### config.mk
export PLATFORM = sky130hd
export DESIGN_NAME = uart_frame_ctrl
export DESIGN_NICKNAME = d
export VERILOG_FILES = /design/src/rtl/uart_frame_ctrl.sv
export SDC_FILE = /design/constraint.sdc
export NUM_CORES = 1
export LEC_CHECK = 0
export CAP_MARGIN = 20
export CORE_MARGIN = 2
export CORE_UTILIZATION = 45
export CTS_CLUSTER_DIAMETER = 120
export CTS_CLUSTER_SIZE = 24
export DETAILED_ROUTE_END_ITERATION = 8
export HOLD_SLACK_MARGIN = 0.12
export PLACE_DENSITY = 0.67
export SYNTH_ARGS = -nofsm -noshare
export SYNTH_HDL_FRONTEND = slang
export SYNTH_SLANG_ARGS = --single-unit
### constraint.sdc
create_clock -name clk -period 8.9 [get_ports clk]
set_input_delay 2.67 -clock clk [delete_from_list [all_inputs] [get_ports clk]]
set_output_delay 2.67 -clock clk [all_outputs]
set_load 0.005 [all_outputs]
### src/rtl/uart_frame_ctrl.sv
// UART frame sequencer: collect words, run engine, stream results.
// Timed receive abort and level-safe transmit handshake.
module uart_frame_ctrl #(
  parameter int NUM_DATA   = 2500,
  parameter int ADDR_W     = 14,
  parameter int WORD_BYTES = 1,
  parameter int RX_TIMEOUT = 960000
) (
  input  logic                    clk,
  input  logic                    rst,
  input  logic [7:0]              rx_data,
  input  logic                    rx_ready,
  input  logic                    tx_ready,
  output logic [7:0]              tx_data,
  output logic                    tx_start,
  output logic                    mem_we,
  output logic [ADDR_W-1:0]       mem_waddr,
  output logic [8*WORD_BYTES-1:0] mem_wdata,
  output logic [ADDR_W-1:0]       res_raddr,
  input  logic [8*WORD_BYTES-1:0] res_rdata,
  output logic                    proc_start,
  input  logic                    proc_done,
  output logic                    busy,
  output logic                    frame_done,
  output logic                    err_timeout
);

  localparam int DW = 8 * WORD_BYTES;
  localparam logic [ADDR_W-1:0] LAST_W = ADDR_W'(NUM_DATA - 1);
  localparam logic [1:0] LAST_B = 2'(WORD_BYTES - 1);
  localparam logic [31:0] TMO = 32'(RX_TIMEOUT);

  typedef enum logic [2:0] {
    IDLE, COLLECT, PSTART, PWAIT, SEND, DONE
  } state_t;

  state_t            state_q, state_d;
  logic              rx_prev_q;
  logic [1:0]        bidx_q, bidx_d;
  logic [ADDR_W-1:0] widx_q, widx_d;
  logic [ADDR_W-1:0] waddr_q, waddr_d;
  logic [DW-1:0]     wdata_q, wdata_d;
  logic              we_q, we_d;
  logic [ADDR_W-1:0] raddr_q, raddr_d;
  logic [31:0]       tmo_q, tmo_d;
  logic              err_q, err_d;
  logic              first_q, first_d;
  logic              txs_q, txs_d;
  logic [7:0]        txd_q, txd_d;

  logic       accept;
  logic       store;
  logic [7:0] byte_sel;

  assign accept = rx_ready & ~rx_prev_q;

  // Pick the result byte addressed by the byte index
  always_comb begin
    byte_sel = '0;
    for (int k = 0; k < WORD_BYTES; k++) begin
      if (bidx_q == 2'(k)) byte_sel = res_rdata[8*k +: 8];
    end
  end

  // Next-state, datapath and handshake control
  always_comb begin
    state_d = state_q;
    bidx_d  = bidx_q;
    widx_d  = widx_q;
    waddr_d = waddr_q;
    wdata_d = wdata_q;
    we_d    = 1'b0;
    raddr_d = raddr_q;
    tmo_d   = tmo_q;
    err_d   = err_q;
    first_d = first_q;
    txs_d   = txs_q;
    txd_d   = txd_q;
    store   = 1'b0;

    unique case (state_q)
      IDLE: begin
        if (accept) begin
          store   = 1'b1;
          err_d   = 1'b0;
          tmo_d   = '0;
          state_d = COLLECT;
        end
      end
      COLLECT: begin
        if (we_q && waddr_q == LAST_W) begin
          tmo_d   = '0;
          state_d = PSTART;
        end else if (accept) begin
          store = 1'b1;
          tmo_d = '0;
        end else if (TMO != '0 && tmo_q + 32'd1 == TMO) begin
          err_d   = 1'b1;
          bidx_d  = '0;
          widx_d  = '0;
          waddr_d = '0;
          wdata_d = '0;
          tmo_d   = '0;
          state_d = IDLE;
        end else begin
          tmo_d = tmo_q + 32'd1;
        end
      end
      PSTART: begin
        first_d = 1'b1;
        state_d = PWAIT;
      end
      PWAIT: begin
        if (first_q) begin
          first_d = 1'b0;
        end else if (proc_done) begin
          raddr_d = '0;
          bidx_d  = '0;
          state_d = SEND;
        end
      end
      SEND: begin
        if (!txs_q) begin
          if (tx_ready) begin
            txs_d = 1'b1;
            txd_d = byte_sel;
          end
        end else if (!tx_ready) begin
          txs_d = 1'b0;
          if (bidx_q == LAST_B) begin
            bidx_d = '0;
            if (raddr_q == LAST_W) state_d = DONE;
            else raddr_d = raddr_q + 1'b1;
          end else begin
            bidx_d = bidx_q + 1'b1;
          end
        end
      end
      DONE: begin
        raddr_d = '0;
        waddr_d = '0;
        widx_d  = '0;
        bidx_d  = '0;
        state_d = IDLE;
      end
      default: state_d = IDLE;
    endcase

    if (store) begin
      for (int k = 0; k < WORD_BYTES; k++) begin
        if (bidx_q == 2'(k)) wdata_d[8*k +: 8] = rx_data;
      end
      if (bidx_q == LAST_B) begin
        bidx_d  = '0;
        we_d    = 1'b1;
        waddr_d = widx_q;
        if (widx_q != LAST_W) widx_d = widx_q + 1'b1;
      end else begin
        bidx_d = bidx_q + 1'b1;
      end
    end
  end

  // State and datapath registers
  always_ff @(posedge clk or negedge rst) begin
    if (!rst) begin
      state_q   <= IDLE;
      rx_prev_q <= 1'b0;
      bidx_q    <= '0;
      widx_q    <= '0;
      waddr_q   <= '0;
      wdata_q   <= '0;
      we_q      <= 1'b0;
      raddr_q   <= '0;
      tmo_q     <= '0;
      err_q     <= 1'b0;
      first_q   <= 1'b0;
      txs_q     <= 1'b0;
      txd_q     <= '0;
    end else begin
      state_q   <= state_d;
      rx_prev_q <= rx_ready;
      bidx_q    <= bidx_d;
      widx_q    <= widx_d;
      waddr_q   <= waddr_d;
      wdata_q   <= wdata_d;
      we_q      <= we_d;
      raddr_q   <= raddr_d;
      tmo_q     <= tmo_d;
      err_q     <= err_d;
      first_q   <= first_d;
      txs_q     <= txs_d;
      txd_q     <= txd_d;
    end
  end

  assign tx_data     = txd_q;
  assign tx_start    = txs_q;
  assign mem_we      = we_q;
  assign mem_waddr   = waddr_q;
  assign mem_wdata   = wdata_q;
  assign res_raddr   = raddr_q;
  assign proc_start  = (state_q == PSTART);
  assign busy        = (state_q != IDLE);
  assign frame_done  = (state_q == DONE);
  assign err_timeout = err_q;

endmodule

**Clock distribution**

Bar = 20 um.
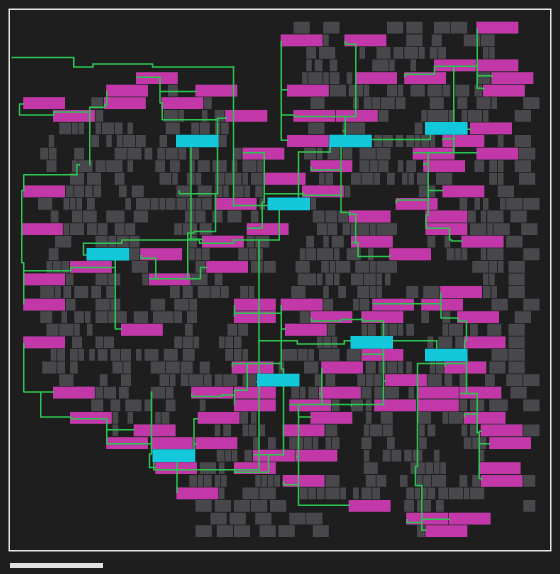
Key: green = clock wires [length 1,290 um]; cyan = clock drivers [count 9]; magenta = flip-flops [count 100]
Position of the flops: widely spread. There are 10 routed clock nets.
worst clock skew: 0.00729 ns
Late-Pin Clk Latency: 0.35 ns
clock share of power: 0.374

**Signal wires on met2**

Cells faint in the background.
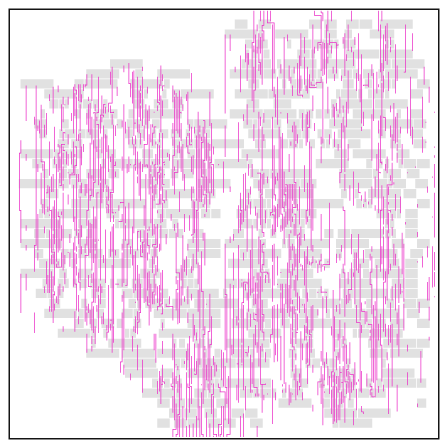
The longest straight run is 48.6 um. The layer holds 49% of the routed length.
final WL: 13.9 mm
M2 GR Usage: 0.358

**Wiring by layer**

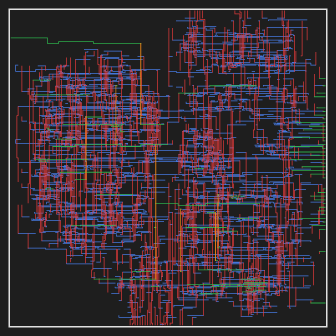
Key: green = metal 3 [wire length 663 um]; orange = metal 4 [wire length 185 um]; blue = metal 1 [wire length 6,280 um]; red = metal 2 [wire length 6,780 um]
gr usage total: 0.213
DR WL/cell: 15.7 um

**Signal wires on met3**

Bar = 20 um. Cells faint in the background.
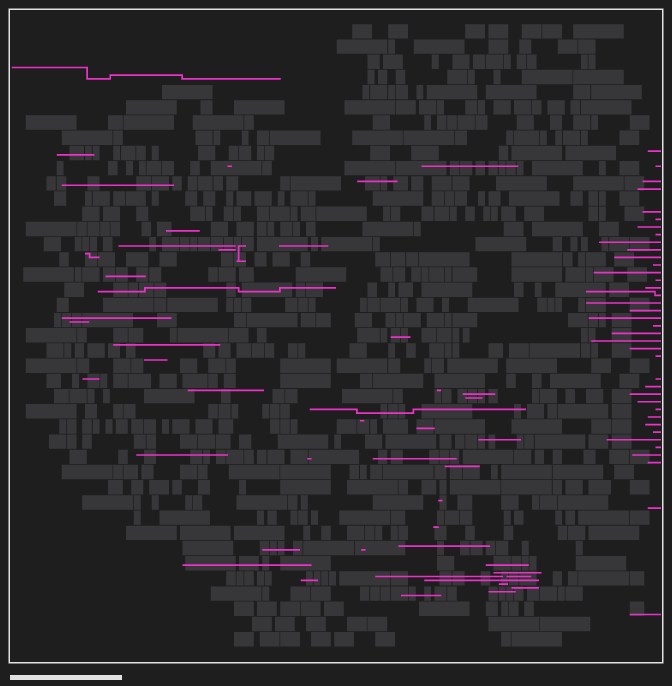
69 nets have wire on it. The longest straight run is 22.8 um. The wires run mostly horizontal.
routed via count: 5,155
met3 usage: 0.0509

==> results_slide.txt <==
Implementation Results

Run status
  – Run status: complete, no violations

Synth
  – Cell area after synthesis: 5720 sq um
  – Seq share, synth: 0.438
  – Synthesized Nets: 693
  – Leading area contributor after synthesis: dfrtp_1
  – Most frequent cells after synthesis: 115 x nand2_1, 100 x dfrtp_1, 64 x nand3_1

Worst setup path
  – Crit path to: widx_q[12]
  – CP required: 9.17 ns
  – Critical path's slowest cell: nand2_1

Cells and area
  – Sequential cell area share: 0.373
  – Final non-filler cell total: 883
  – Non-clk buf share: 0.108
  – Inverter count: 11

Clock network
  – CTS Buf Count: 9
  – CTS tree: yes

Timing
  – TNS Setup: 0 ns
  – Fmax: 161 MHz
  – Final hold viol count: 0

GRT
  – Global route overflow: 0

Pwr
  – Max VDD drop: 0.0945 mV
  – Clock group: 0.380 mW

Floorplan
  – Die height: ~120 um
  – Die Width: 117 um
  – Rows: 41

Drt
  – Routed vias/inst: 5.84
sequential cells by signal, indices dropped and copies added, names as in the netlist, 2 cells and up:
signal     cells
res_raddr     14
mem_waddr     14
state_q        3
bidx_q         2
tmo_q         32
widx_q        14
mem_wdata      8
tx_data        8
placed cells by master, fill, tap and decap left out, types with 6 or more instances in the layout:
cell             count
and2_1               7
o21ai_0             37
and4_1               7
nor3_1              18
and3_1              13
nand4_1             21
nand2_1            115
or4_1               11
nor2_1              35
nand2b_1             6
nand3_1             64
clkbuf_16            9
dfrtp_1            100
inv_1               10
a21oi_1             20
or3_1               21
xor2_1              15
o21ai_2             10
clkdlybuf4s50_1     69
nor4_1               9
o211ai_1             8
metal layers:
layer	track usage	routed length, um
met1	0.274	6280
met2	0.358	6780
met3	0.0509	663
met4	0.0627	184
met5	0	0
Power figures rest on the tool's default switching activity, not on a simulated workload.
